### src/rtl/pe_frame_controller_pkg.sv
// Shared types and helpers for the pe frame controller.
// State encoding, pixel width and a constant log2 helper.
package pe_frame_controller_pkg;

  localparam int PIX_W = 8;

  typedef enum logic [3:0] {
    IDLE    = 4'd0,
    S_START = 4'd1,
    S_WAIT  = 4'd2,
    S_EXP   = 4'd3,
    S_ACK   = 4'd4,
    B_START = 4'd5,
    B_WAIT  = 4'd6,
    B_CAP   = 4'd7,
    B_ACK   = 4'd8,
    DONE    = 4'd9
  } state_t;

  function automatic int log2_int(input int n);
    int r;
    r = 0;
    for (int i = 0; i < 31; i++) begin
      if ((1 << i) < n) r = i + 1;
    end
    return r;
  endfunction

endpackage

### src/rtl/pe_avg_div.sv
// Channel average: sum shifted down by log2(pixels).
// Anything that does not fit in a pixel clamps to full scale.
module pe_avg_div
  import pe_frame_controller_pkg::*;
#(
  parameter int SUM_W = 32,
  parameter int SHIFT = 2
) (
  input  logic [SUM_W-1:0] sum,
  output logic [PIX_W-1:0] avg
);

  logic [SUM_W-1:0] quot;

  assign quot = sum >> SHIFT;
  assign avg  = (|quot[SUM_W-1:PIX_W]) ? {PIX_W{1'b1}}
                                       : quot[PIX_W-1:0];

endmodule

### src/rtl/pe_frame_controller.sv
// Frame initiator for one background-removal pe.
// Sequences sum pass, expected colour, removal pass, capture.
module pe_frame_controller
  import pe_frame_controller_pkg::*;
#(
  parameter int NUM_PIXELS     = 4,
  parameter int TIMEOUT_CYCLES = 1024,
  parameter int CNT_W          = 16
) (
  input  logic                        Clk,
  input  logic                        Reset_n,
  input  logic                        Start,
  input  logic                        Host_ack,
  input  logic [PIX_W-1:0]            Threshold,
  input  logic [PIX_W-1:0]            Bg_r,
  input  logic [PIX_W-1:0]            Bg_g,
  input  logic [PIX_W-1:0]            Bg_b,
  input  logic [PIX_W*NUM_PIXELS-1:0] Pix_r_in,
  input  logic [PIX_W*NUM_PIXELS-1:0] Pix_g_in,
  input  logic [PIX_W*NUM_PIXELS-1:0] Pix_b_in,
  output logic [PIX_W*NUM_PIXELS-1:0] Pix_r_out,
  output logic [PIX_W*NUM_PIXELS-1:0] Pix_g_out,
  output logic [PIX_W*NUM_PIXELS-1:0] Pix_b_out,
  output logic                        Frame_done,
  output logic                        Busy,
  output logic                        Error,
  output logic [CNT_W-1:0]            Cycle_count,
  output logic                        Pe_start_sum,
  output logic                        Pe_start_bg,
  output logic                        Pe_ack,
  output logic [PIX_W*NUM_PIXELS-1:0] Pe_red_in,
  output logic [PIX_W*NUM_PIXELS-1:0] Pe_green_in,
  output logic [PIX_W*NUM_PIXELS-1:0] Pe_blue_in,
  output logic [PIX_W-1:0]            Pe_threshold,
  output logic [PIX_W-1:0]            Pe_bg_r,
  output logic [PIX_W-1:0]            Pe_bg_g,
  output logic [PIX_W-1:0]            Pe_bg_b,
  output logic [PIX_W-1:0]            Pe_red_exp,
  output logic [PIX_W-1:0]            Pe_green_exp,
  output logic [PIX_W-1:0]            Pe_blue_exp,
  input  logic                        Pe_qsd,
  input  logic                        Pe_qbgd,
  input  logic [PIX_W*NUM_PIXELS-1:0] Pe_red_sum,
  input  logic [PIX_W*NUM_PIXELS-1:0] Pe_green_sum,
  input  logic [PIX_W*NUM_PIXELS-1:0] Pe_blue_sum,
  input  logic [PIX_W*NUM_PIXELS-1:0] Pe_red_out,
  input  logic [PIX_W*NUM_PIXELS-1:0] Pe_green_out,
  input  logic [PIX_W*NUM_PIXELS-1:0] Pe_blue_out
);

  localparam int BUS_W = PIX_W * NUM_PIXELS;
  localparam int SHIFT = log2_int(NUM_PIXELS);
  localparam int TO_W  = $clog2(TIMEOUT_CYCLES) + 1;
  localparam logic [TO_W-1:0] TO_LAST =
    TO_W'(TIMEOUT_CYCLES - 1);

  state_t            state;
  logic [TO_W-1:0]   to_cnt;
  logic              to_hit;
  logic              accept;
  logic              in_wait;
  logic              in_busy;
  logic [PIX_W-1:0]  avg_r;
  logic [PIX_W-1:0]  avg_g;
  logic [PIX_W-1:0]  avg_b;

  assign accept  = (state == IDLE) && Start;
  assign in_wait = (state == S_WAIT) || (state == B_WAIT);
  assign in_busy = (state != IDLE) && (state != DONE);
  assign to_hit  = (to_cnt == TO_LAST);

  pe_avg_div #(.SUM_W(BUS_W), .SHIFT(SHIFT)) u_div_r (
    .sum (Pe_red_sum),
    .avg (avg_r)
  );

  pe_avg_div #(.SUM_W(BUS_W), .SHIFT(SHIFT)) u_div_g (
    .sum (Pe_green_sum),
    .avg (avg_g)
  );

  pe_avg_div #(.SUM_W(BUS_W), .SHIFT(SHIFT)) u_div_b (
    .sum (Pe_blue_sum),
    .avg (avg_b)
  );

  // Frame sequencer with registered pe pulses and host flags.
  always_ff @(posedge Clk or negedge Reset_n) begin
    if (!Reset_n) begin
      state        <= IDLE;
      Pe_start_sum <= 1'b0;
      Pe_start_bg  <= 1'b0;
      Pe_ack       <= 1'b0;
      Busy         <= 1'b0;
      Frame_done   <= 1'b0;
      Error        <= 1'b0;
    end else begin
      Pe_start_sum <= 1'b0;
      Pe_start_bg  <= 1'b0;
      Pe_ack       <= 1'b0;
      unique case (state)
        IDLE: begin
          if (Start) begin
            state        <= S_START;
            Pe_start_sum <= 1'b1;
            Busy         <= 1'b1;
            Error        <= 1'b0;
          end
        end
        S_START: state <= S_WAIT;
        S_WAIT: begin
          if (Pe_qsd) begin
            state <= S_EXP;
          end else if (to_hit) begin
            state <= IDLE;
            Busy  <= 1'b0;
            Error <= 1'b1;
          end
        end
        S_EXP: begin
          state  <= S_ACK;
          Pe_ack <= 1'b1;
        end
        S_ACK: begin
          state       <= B_START;
          Pe_start_bg <= 1'b1;
        end
        B_START: state <= B_WAIT;
        B_WAIT: begin
          if (Pe_qbgd) begin
            state <= B_CAP;
          end else if (to_hit) begin
            state <= IDLE;
            Busy  <= 1'b0;
            Error <= 1'b1;
          end
        end
        B_CAP: begin
          state  <= B_ACK;
          Pe_ack <= 1'b1;
        end
        B_ACK: begin
          state      <= DONE;
          Busy       <= 1'b0;
          Frame_done <= 1'b1;
        end
        DONE: begin
          if (Host_ack) begin
            state      <= IDLE;
            Frame_done <= 1'b0;
          end
        end
        default: begin
          state      <= IDLE;
          Busy       <= 1'b0;
          Frame_done <= 1'b0;
        end
      endcase
    end
  end

  // Wait-state timeout: zero outside waits, so each entry starts at 0.
  always_ff @(posedge Clk or negedge Reset_n) begin
    if (!Reset_n) begin
      to_cnt <= '0;
    end else if (in_wait) begin
      to_cnt <= to_cnt + TO_W'(1);
    end else begin
      to_cnt <= '0;
    end
  end

  // Saturating count of busy cycles since the frame was accepted.
  always_ff @(posedge Clk or negedge Reset_n) begin
    if (!Reset_n) begin
      Cycle_count <= '0;
    end else if (accept) begin
      Cycle_count <= '0;
    end else if (in_busy && (Cycle_count != {CNT_W{1'b1}})) begin
      Cycle_count <= Cycle_count + CNT_W'(1);
    end
  end

  // Frame latch, expected colour and captured result pixels.
  always_ff @(posedge Clk or negedge Reset_n) begin
    if (!Reset_n) begin
      Pe_red_in    <= '0;
      Pe_green_in  <= '0;
      Pe_blue_in   <= '0;
      Pe_threshold <= '0;
      Pe_bg_r      <= '0;
      Pe_bg_g      <= '0;
      Pe_bg_b      <= '0;
      Pe_red_exp   <= '0;
      Pe_green_exp <= '0;
      Pe_blue_exp  <= '0;
      Pix_r_out    <= '0;
      Pix_g_out    <= '0;
      Pix_b_out    <= '0;
    end else begin
      if (accept) begin
        Pe_red_in    <= Pix_r_in;
        Pe_green_in  <= Pix_g_in;
        Pe_blue_in   <= Pix_b_in;
        Pe_threshold <= Threshold;
        Pe_bg_r      <= Bg_r;
        Pe_bg_g      <= Bg_g;
        Pe_bg_b      <= Bg_b;
      end
      if (state == S_EXP) begin
        Pe_red_exp   <= avg_r;
        Pe_green_exp <= avg_g;
        Pe_blue_exp  <= avg_b;
      end
      if (state == B_CAP) begin
        Pix_r_out <= Pe_red_out;
        Pix_g_out <= Pe_green_out;
        Pix_b_out <= Pe_blue_out;
      end
    end
  end

endmodule
### config.mk
export PLATFORM = sky130hd
export DESIGN_NAME = pe_frame_controller
export DESIGN_NICKNAME = d
export VERILOG_FILES = /design/src/rtl/pe_frame_controller_pkg.sv /design/src/rtl/pe_avg_div.sv /design/src/rtl/pe_frame_controller.sv
export SDC_FILE = /design/constraint.sdc
export NUM_CORES = 1
export LEC_CHECK = 0
export CELL_PAD_IN_SITES_DETAIL_PLACEMENT = 0
export CELL_PAD_IN_SITES_GLOBAL_PLACEMENT = 1
export CORE_AREA = 3 3 231 233
export DETAILED_ROUTE_END_ITERATION = 6
export DIE_AREA = 0 0 234 236
export MAX_ROUTING_LAYER = met4
export PLACE_DENSITY_LB_ADDON = 0.1
export RECOVER_POWER = 100
export SYNTH_ARGS = -nofsm -noshare
export SYNTH_HDL_FRONTEND = slang
export SYNTH_SLANG_ARGS = --single-unit
### constraint.sdc
create_clock -name Clk -period 2.8 [get_ports Clk]
set_input_delay 0.28 -clock Clk [delete_from_list [all_inputs] [get_ports Clk]]
set_output_delay 0.28 -clock Clk [all_outputs]
set_load 0.005 [all_outputs]
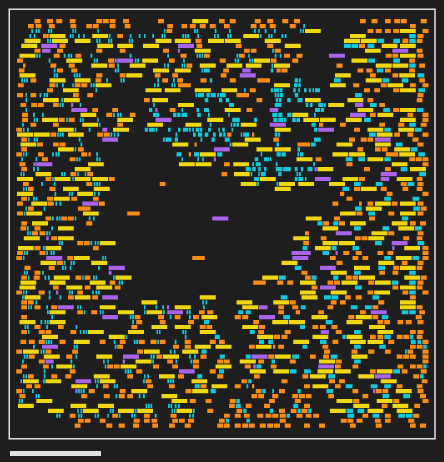
Figure 1: placed cells, one colour a class.
The bar under the picture is 50 µm long.
class	colour	cells	share of their area
clock drivers and dummy loads	purple	66	6.5%
other buffers and delay cells	orange	612	34%
combinational and other logic	cyan	676	21%
flops	yellow	285	39%

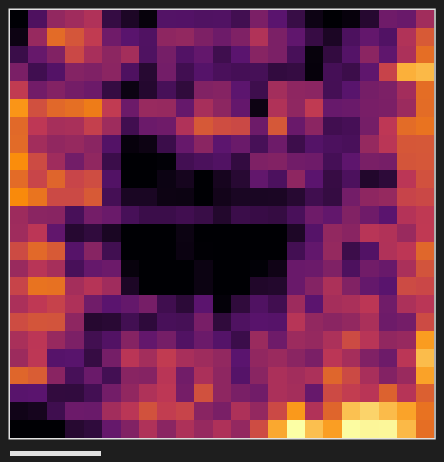
Figure 2: signal metal coverage by tile.
The bar under the picture is 50 µm long. The die is cut into 23 by 24 equal tiles; black is low, pale yellow is high, scaled to the fullest tile. Values are wire area over tile area, all layers added.
fullest tile	0.42
mean over tiles	0.14
nearly empty tiles	8.2%
tiles over half the peak	18%
densest ninth of the die	lower right
emptiest ninth of the die	centre

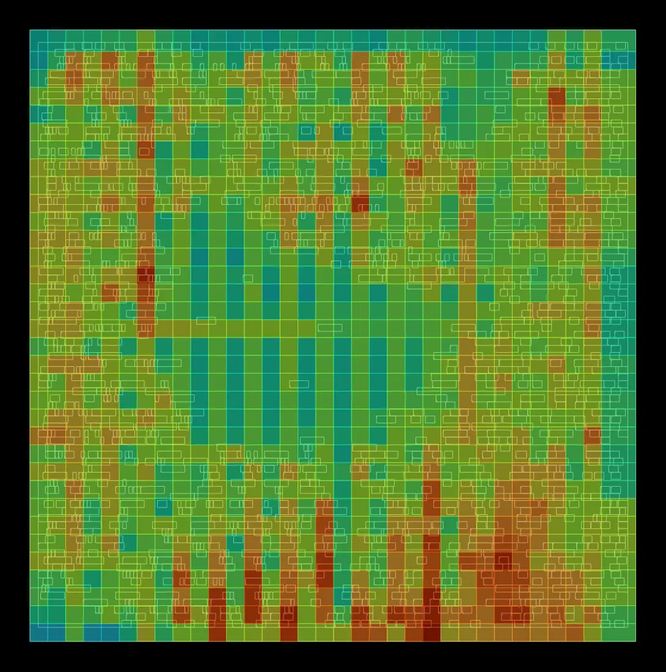
Figure 3: routing congestion map.
met1 Usage GRT: 0.179
final core utilization: 0.372
Routed WL per cell: 19.5 µm

==> deck_impl_summary.md <==
Implementation Results

Synthesis
  • Async set-or-reset flop fraction in the synthesized netlist: 1.00
  • Adders+Majority by Area: 0.00225
  • Synth top cell by count: nand2_1
  • Synth flops: 285
  • Floorplan Nets: 1,339
  • XORs/XNORs by Area: 0.0118
  • Yosys cell count: 1,011
  • Main logic family: simple AND/OR/NAND/NOR gates

Cells and area
  • Nets: 1,940
  • Clock buf/inv share: 0.0623
  • Combinational share of cell area: 0.196
  • Fraction of layout cells with a size suffix above 1: 0.0610
  • Most used logic cell in the final layout: nand2_1

Die
  • FP Rows: 83
  • Tapcells: 680
  • Core area: 0.0514 mm²
  • Die height: 236 µm

Status
  • Failing checks: max-capacitance violations, max-slew violations
  • Run status: complete, but fails checks

Route
  • M1 WL: 17,300 µm
  • Vias after detailed routing: 9,491
  • Vias per cell: 4.08

Worst setup path
  • Crit path max-delay cell type: dfrtp_1
  • Worst reg2reg startpoint: state[3]
  • Cell depth of the worst setup path: 7
  • Crit Path Category: reg -> reg
  • Critical path origin: state[3]
  • Crit path to: Pe_green_exp[7]
  • CP Buf/Inv Count: 3
  • Critical Path Max Stage Delay: 0.51 ns
  • Critical Path RT: 3.21 ns

Power and ir drop
  • Combinational power share: 0.386
  • Clk pwr share: 0.244
  • Total chip power: 19.1 mW
  • Pwr Density: 1000 mW/mm²

Place
  • Number of port buffers: 589
  • Place WS: 0.437 ns

STA
  • Rel. slew slack: -0.437
  • Setup_tns: 0 ns
  • Worst hold margin: 0.274 ns
  • RSZ-0062 raised after global routing: false
  • Slew Limit Fails: 68

Global routing
  • Initial antenna violation count: 10
  • Vias in the first global route: 10,100

Flow run
  • Maxcap violations: 1

CTS
  • CTS tree: built

Min path
  • Launch point of the worst hold path: Pix_g_in[23]
Power and IR drop assume default switching activity.
